`src/rtl/bsg_unconcentrate_sched_pkg.sv`:
```
// Shared types and helpers for the runtime-mask unconcentrate scheduler.
package bsg_unconcentrate_sched_pkg;

  typedef enum logic [0:0] {
    eIdle  = 1'b0,
    eDrain = 1'b1
  } bsg_unconc_sched_state_e;

  // Lane-index width, never less than one bit so single-lane builds stay legal.
  function automatic int unsigned lane_idx_w(input int unsigned n);
    return (n > 1) ? $clog2(n) : 1;
  endfunction

  localparam int unsigned DefaultEls      = 4;
  localparam int unsigned DefaultLaneIdxW = lane_idx_w(DefaultEls);

endpackage

```
`src/rtl/bsg_unconcentrate_dynamic.sv`:
```
// Combinational runtime-mask unconcentrate: packed element k lands on the k-th set
// bit of mask_i; lanes with a clear mask bit carry unconnected_val_p.
module bsg_unconcentrate_dynamic
  import bsg_unconcentrate_sched_pkg::*;
#(
  parameter int unsigned els_p             = 4,
  parameter int unsigned width_p           = 8,
  parameter logic        unconnected_val_p = 1'b0
) (
  input  logic [els_p-1:0]         mask_i,
  input  logic [els_p*width_p-1:0] data_i,
  output logic [els_p*width_p-1:0] data_o
);

  localparam int unsigned IdxW = lane_idx_w(els_p);

  logic [IdxW-1:0] k;

  // k is the prefix popcount of mask_i below lane j.
  always_comb begin
    data_o = {(els_p*width_p){unconnected_val_p}};
    k      = '0;
    for (int unsigned j = 0; j < els_p; j++) begin
      if (mask_i[j]) begin
        data_o[j*width_p +: width_p] = data_i[k*width_p +: width_p];
        k = k + IdxW'(1);
      end
    end
  end

endmodule

```
`src/rtl/bsg_unconcentrate_sched.sv`:
```
// Handshaked runtime-mask unconcentrate scheduler. Optional macro
// BSG_UNCONCENTRATE_SCHED_BYPASS_EN lets a new transaction enter as the last lanes drain.
module bsg_unconcentrate_sched
  import bsg_unconcentrate_sched_pkg::*;
#(
  parameter int unsigned els_p             = 4,
  parameter int unsigned width_p           = 8,
  parameter logic        unconnected_val_p = 1'b0
) (
  input  logic                     clk_i,
  input  logic                     reset_n_i,
  input  logic                     v_i,
  input  logic [els_p-1:0]         mask_i,
  input  logic [els_p*width_p-1:0] data_i,
  output logic                     ready_o,
  output logic [els_p-1:0]         v_o,
  output logic [els_p*width_p-1:0] data_o,
  input  logic [els_p-1:0]         ready_i,
  output logic                     busy_o
);

  bsg_unconc_sched_state_e  state_q;
  logic [els_p-1:0]         pending_q;
  logic [els_p*width_p-1:0] data_q;
  logic [els_p*width_p-1:0] spread;
  logic [els_p-1:0]         hs;
  logic                     done;
  logic                     load;

  bsg_unconcentrate_dynamic #(
    .els_p            (els_p),
    .width_p          (width_p),
    .unconnected_val_p(unconnected_val_p)
  ) u_spread (
    .mask_i(mask_i),
    .data_i(data_i),
    .data_o(spread)
  );

  assign hs   = pending_q & ready_i;
  assign done = ((pending_q & ~hs) == '0);

`ifdef BSG_UNCONCENTRATE_SCHED_BYPASS_EN
  assign ready_o = (state_q == eIdle) | done;
`else
  assign ready_o = (state_q == eIdle);
`endif

  // Zero-mask transactions are consumed without loading anything.
  assign load   = v_i & ready_o & (|mask_i);
  assign v_o    = pending_q;
  assign data_o = data_q;
  assign busy_o = (state_q == eDrain);

  always_ff @(posedge clk_i or negedge reset_n_i) begin
    if (!reset_n_i) begin
      state_q   <= eIdle;
      pending_q <= '0;
      data_q    <= {(els_p*width_p){unconnected_val_p}};
    end else begin
      unique case (state_q)
        eIdle: begin
          if (load) begin
            pending_q <= mask_i;
            data_q    <= spread;
            state_q   <= eDrain;
          end
        end
        eDrain: begin
          pending_q <= pending_q & ~hs;
          if (done) begin
            if (load) begin
              pending_q <= mask_i;
              data_q    <= spread;
            end else begin
              state_q <= eIdle;
            end
          end
        end
      endcase
    end
  end

endmodule

```
`config.mk`:
```
export PLATFORM = sky130hd
export DESIGN_NAME = bsg_unconcentrate_sched
export DESIGN_NICKNAME = d
export VERILOG_FILES = /design/src/rtl/bsg_unconcentrate_sched_pkg.sv /design/src/rtl/bsg_unconcentrate_dynamic.sv /design/src/rtl/bsg_unconcentrate_sched.sv
export SDC_FILE = /design/constraint.sdc
export NUM_CORES = 1
export LEC_CHECK = 0
export CAP_MARGIN = 20
export CORE_MARGIN = 1.5
export CORE_UTILIZATION = 45
export CTS_CLUSTER_SIZE = 40
export DETAILED_ROUTE_END_ITERATION = 12
export GPL_ROUTABILITY_DRIVEN = 0
export PLACE_DENSITY = 0.85
export REMOVE_ABC_BUFFERS = 1
export SETUP_SLACK_MARGIN = 0.3
export SLEW_MARGIN = 20
export SYNTH_ARGS = -nofsm -noshare
export SYNTH_HDL_FRONTEND = slang
export SYNTH_SLANG_ARGS = --single-unit
export TNS_END_PERCENT = 30
```
`constraint.sdc`:
```
create_clock -name clk_i -period 1.7 [get_ports clk_i]
set_clock_uncertainty 0.1 [all_clocks]
set_input_delay 0.34 -clock clk_i [delete_from_list [all_inputs] [get_ports clk_i]]
set_output_delay 0.34 -clock clk_i [all_outputs]
set_load 0.005 [all_outputs]
```
==> images/congestion.png <==
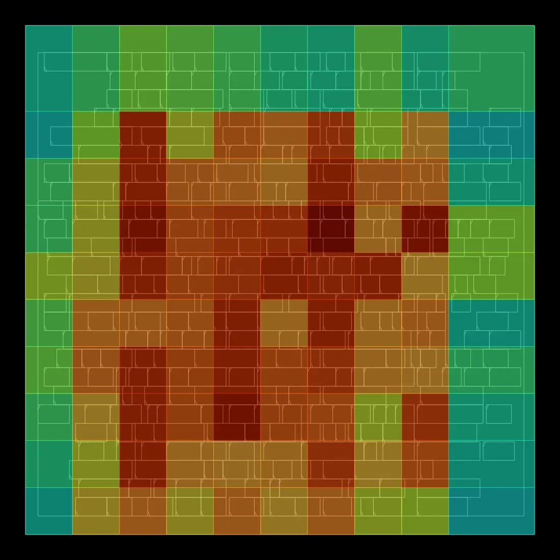
gr usage total: 0.331
final core utilization: 0.815

==> results_dict.tcl <==
# yosys + openroad results
set metrics [dict create \
    clk_latency_ns 0.29 \
    rows 25 \
    stdcell_count 413 \
    top_area_cell "dfrtp_1" \
    cts_buffer_depth 2 \
    synth_warnings 0 \
    cts_tree "done" \
    postSynthCellCount 222 \
    synth.cell_area_um2 2310 \
    slew_headroom 0.716 \
    power_frac_clock 0.140 \
    yosysSeqAreaShare 0.400 \
    nets 390 \
    overflow 0 \
    warnings 28 \
    ys_cells 222 \
    layout_min_cycle_time_ns 1.67 \
    numCtsBuffers 5 \
    port_buffers 80 \
    top_cell "dfrtp_1" \
    period_used_share 0.985 \
    edf_count 0 \
    drive_above_1_share 0.329 \
    postPlaceCellArea_um2 3360 \
    topCellsByArea "dfrtp_1, mux2i_1, mux2_1" \
    hold_path_class "in2reg" \
    diodes 0 \
    p_int_uw 2860 \
    switching_share 0.347 \
    fp.dieW_um 74.7 \
    antenna_found_initial 0 \
    firstDrtPassIters 5 \
    p_comb_frac 0.518 \
    ff_type "dfrtp_1" \
    setup_viol 0 \
    crit_arrival_ns 1.75 \
    power.total_uw 4370 \
    grt_max_degree 29 \
    vias_per_cell 6.36 \
    vdd_drop_max_uv 579 \
    critPathKind "in2reg" \
    power_frac_seq 0.343 \
    hold_viol_final 0 \
    synthTopCellsByCount "dfrtp_1, o21ai_0, mux2i_1, nand2_1, o21ai_1" \
    status "finished clean" \
    cts.sinks 37 \
    io_pins 81 \
    hpwl_mm 5.09 \
    fin_tns_setup_ns 0 \
    syn_avg_cell_area_um2 10.4 \
    switching_power_uw 1520 \
    die_h_um 74.7 \
    powerDensity_nw_per_um2 1110 \
    required_ns 1.78 \
    postRouteAntennaNets 0 \
    finalMaxSlewViolations 0 \
    crit_path_start_kind "primary input" \
    p_leak_uw 0.00191 \
    drt_iter0_drc 337 \
    tightest_slew_ns 0.426 \
    top_cell_area_share 0.400 \
    yosys_area_um2 2310 \
    synth_cell_types 37 \
]
==> images/flops_by_reg.png <==
The bar under the picture is 20 um long. Other sequential cells in the stronger gray, the rest of the logic in the fainter gray.
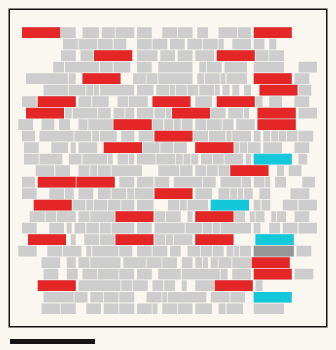
- cyan: v_o (flops 4)
- red: data_o (flops 32; where spread over the die)
- not colored: 1

[layer usage]
layer	vias up	global-route usage	share of wire
met5	-	0	0
met4	0	0.135	0.038
met3	40	0.0643	0.091
met2	210	0.533	0.49
met1	1282	0.442	0.38
li1	1095	-	-
[flip-flops by register name, summed over array words and instances, names as in the netlist]
| signal | count |
|---|---|
| v_o | 4 |
| data_o | 32 |
| busy_o | 1 |
[metrics by stage]
stage / setup WS [ns] / hold slack [ns]
2_1_floorplan: -0.861 / -0.0556
3_3_place_gp: -0.658 / 0.201
3_5_place_dp: -0.781 / 0.200
4_1_cts: 0.0898 / 0.214
5_1_grt: -0.00934 / 0.264
6_report: 0.0256 / 0.257
[final cells by class]
type | count | area [um^2] | share of cell area
Clock buffer | 8 | 80.1 | 0.0203
Inverter | 9 | 51.3 | 0.0130
Multi-Input combinational cell | 161 | 1450 | 0.367
Sequential cell | 37 | 927 | 0.235
Tap cell | 67 | 83.8 | 0.0212
Timing Repair Buffer | 131 | 1360 | 0.344
[worst max-delay path, stage by stage]
cell and delay [ns]:
buf_12 0.10, inv_8 0.03, ha_4 0.33, buf_12 0.13, buf_16 0.13, or3_4 0.19, a21oi_2 0.07, o41ai_2 0.41
[cell families after synthesis]
family,synth area share
compound gates,0.255
fa+ha+maj,0.0108
buf+inv,0.0644
flops,0.400
mux,0.184
simple gates,0.0855
[layout by cell type (no fill, tap or decap), types with 2 or more instances in the layout]
cell type / n
buf_12: 7
nand3b_1: 2
clkbuf_1: 3
a211oi_2: 2
a32o_1: 3
clkdlybuf4s50_1: 47
o22ai_2: 2
or2_4: 2
a21oi_1: 2
mux2_1: 9
o31ai_2: 8
o21ai_1: 15
nor2b_2: 2
dlymetal6s2s_1: 18
inv_1: 4
nand2_1: 16
o21ai_0: 17
o41ai_2: 4
inv_8: 2
dlygate4sd2_1: 12
nor2b_1: 4
o22ai_1: 3
o211ai_1: 3
a22oi_1: 2
mux4_2: 5
a21oi_2: 7
buf_16: 2
clkbuf_8: 5
buf_4: 37
nand2b_2: 2
o2bb2ai_1: 4
dfrtp_1: 36
a221oi_2: 2
a22o_1: 3
mux2i_1: 20
ha_4: 2
buf_6: 5
[timing repair]
action,4_1_cts,5_1_grt
hold buffers,1,0
cloned,5,0
pin swaps,22,4
hold endpoints to repair,17,0
buffers inserted,10,4
resized,80,27
setup endpoints to repair,75,74
[power groups by stage]
stage,sequential (uW),combinational (uW),clock [uW]
CTS,1470,2170,612
global route,1520,2400,644
global placement,1490,1860,0
detailed placement,1490,1910,0
finish,1500,2260,610
floorplan,1480,690,0
[path summary, 6_finish.rpt]
path | start | endpoint | slack [ns] | cells past startpoint
setup / recovery | mask_i[0] | data_o[26] | 0.03 | 8
hold / removal | mask_i[0] | data_o[7] | 0.26 | 3
setup reg to reg | busy_o | data_o[24] | 0.13 | 5
hold reg to reg | data_o[20] | data_o[20] | 0.41 | 1
max in group asynchronous | reset_n_i | data_o[2] | 0.64 | 3
min in group asynchronous | reset_n_i | data_o[11] | 0.41 | 2
